===== src/rtl/arb4_ctrl.sv =====
// arb4_ctrl: 4-way arbiter with hold limit and one-cycle gap; define ARB4_CTRL_RR_EN for round-robin, else fixed priority
module arb4_ctrl #(
  parameter int MAX_HOLD = 8,
  parameter int CNT_W = 4
) (
  input logic clk,
  input logic rst_n,
  input logic [3:0] req,
  output logic [3:0] gnt,
  output logic [1:0] gnt_id,
  output logic gnt_v,
  output logic timeout
);
  typedef enum logic [1:0] {IDLE, BUSY, GAP} state_t;
  state_t state, state_n;
  logic [3:0] gnt_n;
  logic [1:0] id_n, win;
  logic v_n, to_n, win_v;
  logic [CNT_W-1:0] cnt, cnt_n;
`ifdef ARB4_CTRL_RR_EN
  logic [1:0] last;
  always_comb begin
    win = last;
    win_v = 1'b0;
    for (int k = 4; k >= 1; k--) begin
      if (req[last + 2'(k)]) begin
        win = last + 2'(k);
        win_v = 1'b1;
      end
    end
  end
  always_ff @(posedge clk) begin
    if (!rst_n) last <= 2'b11;
    else if (state != BUSY && win_v) last <= win;
  end
`else
  assign win = req[3] ? 2'd3 : req[2] ? 2'd2 : req[1] ? 2'd1 : 2'd0;
  assign win_v = |req;
`endif
  always_comb begin
    state_n = state;
    gnt_n = gnt;
    id_n = gnt_id;
    v_n = gnt_v;
    to_n = 1'b0;
    cnt_n = cnt;
    if (state == BUSY) begin
      if (!req[gnt_id] || cnt == CNT_W'(MAX_HOLD)) begin
        state_n = GAP;
        gnt_n = 4'b0000;
        v_n = 1'b0;
        to_n = req[gnt_id];
      end else begin
        cnt_n = cnt + 1'b1;
      end
    end else begin
      state_n = win_v ? BUSY : IDLE;
      gnt_n = win_v ? 4'b0001 << win : 4'b0000;
      id_n = win_v ? win : gnt_id;
      v_n = win_v;
      cnt_n = win_v ? CNT_W'(1) : cnt;
    end
  end
  always_ff @(posedge clk) begin
    if (!rst_n) begin
      state <= IDLE;
      gnt <= 4'b0000;
      gnt_id <= 2'b00;
      gnt_v <= 1'b0;
      timeout <= 1'b0;
      cnt <= '0;
    end else begin
      state <= state_n;
      gnt <= gnt_n;
      gnt_id <= id_n;
      gnt_v <= v_n;
      timeout <= to_n;
      cnt <= cnt_n;
    end
  end
endmodule

===== config.mk =====
export PLATFORM = sky130hd
export DESIGN_NAME = arb4_ctrl
export DESIGN_NICKNAME = d
export VERILOG_FILES = /design/src/rtl/arb4_ctrl.sv
export SDC_FILE = /design/constraint.sdc
export NUM_CORES = 1
export LEC_CHECK = 0
export CAP_MARGIN = 30
export CORE_AREA = 3 3 40 42
export CTS_CLUSTER_SIZE = 24
export DETAILED_ROUTE_END_ITERATION = 10
export DIE_AREA = 0 0 43 45
export GPL_TIMING_DRIVEN = 0
export PLACE_DENSITY = 0.78
export SLEW_MARGIN = 20
export SYNTH_ARGS = -nofsm -noshare
export SYNTH_HDL_FRONTEND = slang
export SYNTH_SLANG_ARGS = --single-unit

===== constraint.sdc =====
create_clock -name clk -period 4.1 [get_ports clk]
set_input_delay 0.41 -clock clk [delete_from_list [all_inputs] [get_ports clk]]
set_output_delay 0.41 -clock clk [all_outputs]
set_load 0.03 [all_outputs]

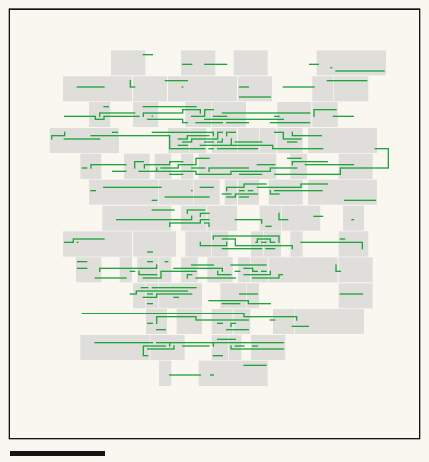
**Above:** signal wires on met1.
The bar under the picture is 10 µm long.
- wire length on this layer: 511 µm
- share of all routed wire: 45%
met1 usage: 15.9%
Routed WL: 1.13 mm
vias post-DR: 522

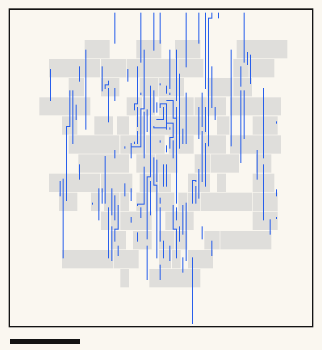
**Above:** M2 wires.
The bar under the picture is 10 µm long.
- share of all routed wire: 46%
- wire length on this layer: 522 µm
- main direction: vertical
- longest straight run: 18.2 µm
- nets with wire on the layer: 70
met2 Use GR: 18.6%

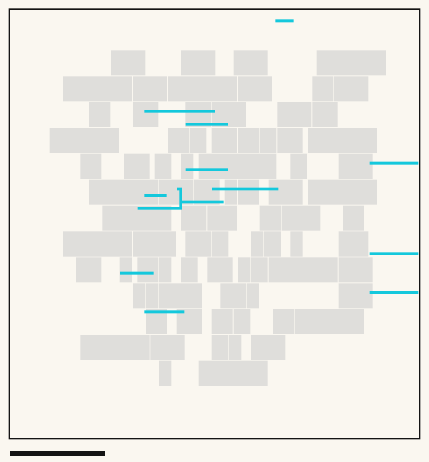
**Above:** signal wires on met3.
The bar under the picture is 10 µm long.
- longest straight run: 7.10 µm
- wire length on this layer: 58.4 µm
- main direction: horizontal
grt met3 use: 2.39%

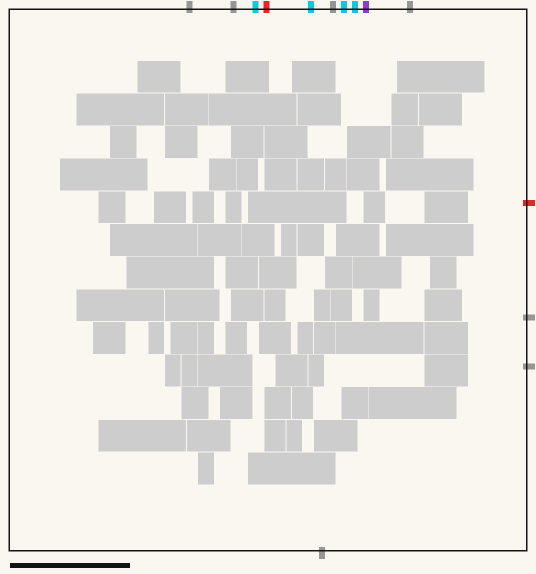
**Above:** I/O pins on the die edge.
The bar under the picture is 10 µm long. Pins as bars across the die edge, other pins in gray.
- red: gnt_id (pins 2; direction output; edge 1 top, 1 right)
- cyan: req (pins 4; direction input; edge top)
- purple: clk (pins 1; direction input; edge top)
die height: 45 µm
Die Wd: 43 µm

==> CHANGELOG.md <==
## Flow update

- Status: finished clean
- Critical Path RT: between 4 and 5 ns
- Max_slew headroom: about 70%
- Crit path arrival time: 2.23 ns
- Unrepaired setup endpoints after global routing: false
- Pwr/cell area: approximately 370 mW/mm²
- Post-placement cell area: 747 µm²
- Seq share, synth: between 40% and 50%
- CTS clock-pin slew for the worst setup and hold paths: around 0.080 ns
- First-pass GRT wire length: approximately 1.8 mm
- Crit Reg-Reg Startpoint: gnt_id[1]
- Site Rows: 13
- FP Core Util: ~47%
- Remaining Overflow, GRT: 0
- Synthesized netlist cell count: between 60 and 70
- Filler cells: ~120
- Clock root buffer: clkbuf_4
- CP Capture Type: flip-flop
- Share of layout cells above drive strength 1: 7.41%
- Type of origin of the critical path: input port
- Avg WL per Cell: approximately 12 µm
- Post-synthesis chip area from yosys: roughly 600 µm²
- Hold Path End: cnt[3]
- Initial drt markers: 20
- Post-DR vias/cell: 5.44
- Worst-Skew Late Latency: approximately 0.28 ns
- Setup-failing EPs final: 0
- Mapped Area: between 500 and 600 µm²
- TNS Setup: 0 ns
- CP Class: in2reg
- Worst hold start: cnt[3]
- Top cells excl fill/tap: 13 x dfxtp_1, 13 x clkdlybuf4s50_1, 6 x nor2b_1, 5 x o21ai_0
- Worst min-delay path category: reg2reg
- Hold Vio Cnt, Final: 0
- Post-Route Utilization: about three fifths
- Inserted Clock Buffers: 3
- Syn Area/Cell: 9.34 µm²
- First drt pass iteration count: 4
- Clk buf depth: 2
- Non-filler instance count after layout: approximately 96
- Cts hold-fix bufs: 0
- Ys Warns: 0
- DP Cell Count: around 92
- Die ar.: just under 0.002 mm²
- CTS tree: yes
- Antenna Violating Nets Remaining: 0
- Max Clk Rate: around 500 MHz
- Antenna violations before repair: 0
- Seq cells post-synth: 13
- TritonCTS Sinks: 13
- Yosys cell count: between 60 and 70
- R2r worst-path depth: 5
- P_leak: 0.287 nW
- Flop-to-flop setup slack: around 2.3 ns
- GP Congestion: approximately 0.76
- Netlist cell types: 27
- Total GRT Usage: between 10% and 20%
- Layout Skew: 0.00106 ns
- Final net count: ~90
- Reg area: 260 µm²
- MI comb area: between 300 and 400 µm²
- IO Pins: 14
- Number of buffers added on ports: 13
- Post_cts resized: 0
- Post-DP HPWL: approximately 840 µm
- Count of tool warnings: 27
- Fin crit share: 49.8%
- H-tree levels: 1
- Post CTS Setup Buffer Count: 0
- Worst-case vdd ir drop: roughly 0.00018 V
- Via count of the first global-routing pass: approximately 440
- Synthesized net count: ~70
- Residual DRC: 0
- Area delta synth->final: 29.3%
- Ant. Diodes: 0
- Max Cap Viol: 0
- Core area: 0.00128 mm²
- Tmin final: approximately 2 ns
- Crit-path max FO: 10
- Max-slew violation count: 0
- Hold Path Depth: 2
- Final instance area: about 770 µm²
- RR Endpoint: cnt[0]
- Largest net degree at the start of global routing: 11
- Worst Tran Pin Value: around 0.44 ns
[area by class of cell]
class / count / share of cell area [%]
plain buffers: 3 / 2.43
flip-flops and latches: 13 / 33.7
well taps: 15 / 2.43
multi-input cells: 45 / 39.8
inverters: 3 / 1.46
repair buffers: 13 / 16.8
clock buffers: 4 / 3.40
[worst max-delay path by stage]
stage,cells after the start,startpoint,endpoint,slack [ns]
floorplan,5,gnt_id[1],cnt[0],2.17
global placement,6,req[3],cnt[0],1.78
detailed placement,6,req[3],cnt[0],1.77
CTS,6,req[3],cnt[0],2.06
global route,6,req[3],cnt[0],1.97
finish,6,req[3],cnt[0],2.06
[sequential cells by signal, indices dropped and copies added (netlist names)]
register  cells
gnt           4
gnt_id        2
timeout       1
cnt           4
state         2
[worst max-delay path, stage by stage]
cell,delay (ns)
clkdlybuf4s50_1,0.50
mux4_2,0.53
and3_1,0.19
buf_6,0.14
or2_1,0.25
o211a_1,0.21
[metal layers]
layer,track usage (%),vias up,part of all wire [%]
met3,2.39,5,5.1
met1,15.9,239,45
li1,-,261,-
met2,18.6,17,46
met5,0,-,0
met4,9.04,0,3.4
[power breakdown]
| group | internal [mW] | switching [mW] |
|---|---|---|
| Sequential | 0.134 | 0.00588 |
| Combinational | 0.0296 | 0.0328 |
| Clock | 0.0378 | 0.0435 |
| Total | 0.201 | 0.0822 |
[logic make-up after synthesis]
| kind of cell | share of synthesized area [%] |
|---|---|
| buffers and inverters | 5.02 |
| DFF | 43.5 |
| AOI/OAI and AO/OA | 18.6 |
| and+or+nand+nor | 24.9 |
| muxes | 3.77 |
| adders and majority gates | 4.18 |
[cells in the mapped netlist (all sizes together)]
master	number	share of area (%)
a21boi	3	3.8
a21oi	1	0.84
a22oi	4	5.0
and2	1	1.0
and2b	1	1.5
and3	1	1.0
buf	1	1.9
clkbuf	2	1.3
dfxtp	13	44
ha	2	4.2
inv	3	1.9
mux4	1	3.8
nand2	4	2.5
nand2b	1	1.0
nand3	2	1.7
nand3b	2	2.5
nor2	2	1.3
nor2b	6	6.3
nor3	2	1.7
nor3b	1	1.3
nor4	1	1.0
o211a	2	3.3
o21ai	5	4.2
o221ai	1	1.5
or2	1	1.0
or3	1	1.0
[stage by stage]
stage	hold slack (ns)	setup slack, ns	power, mW
global placement	0.492	1.78	0.205
floorplan	0.471	2.17	0.182
global route	0.550	1.97	0.296
detailed placement	0.502	1.77	0.205
finish	0.509	2.06	0.284
CTS	0.513	2.06	0.284
Power is estimated from default activity; no workload was simulated.
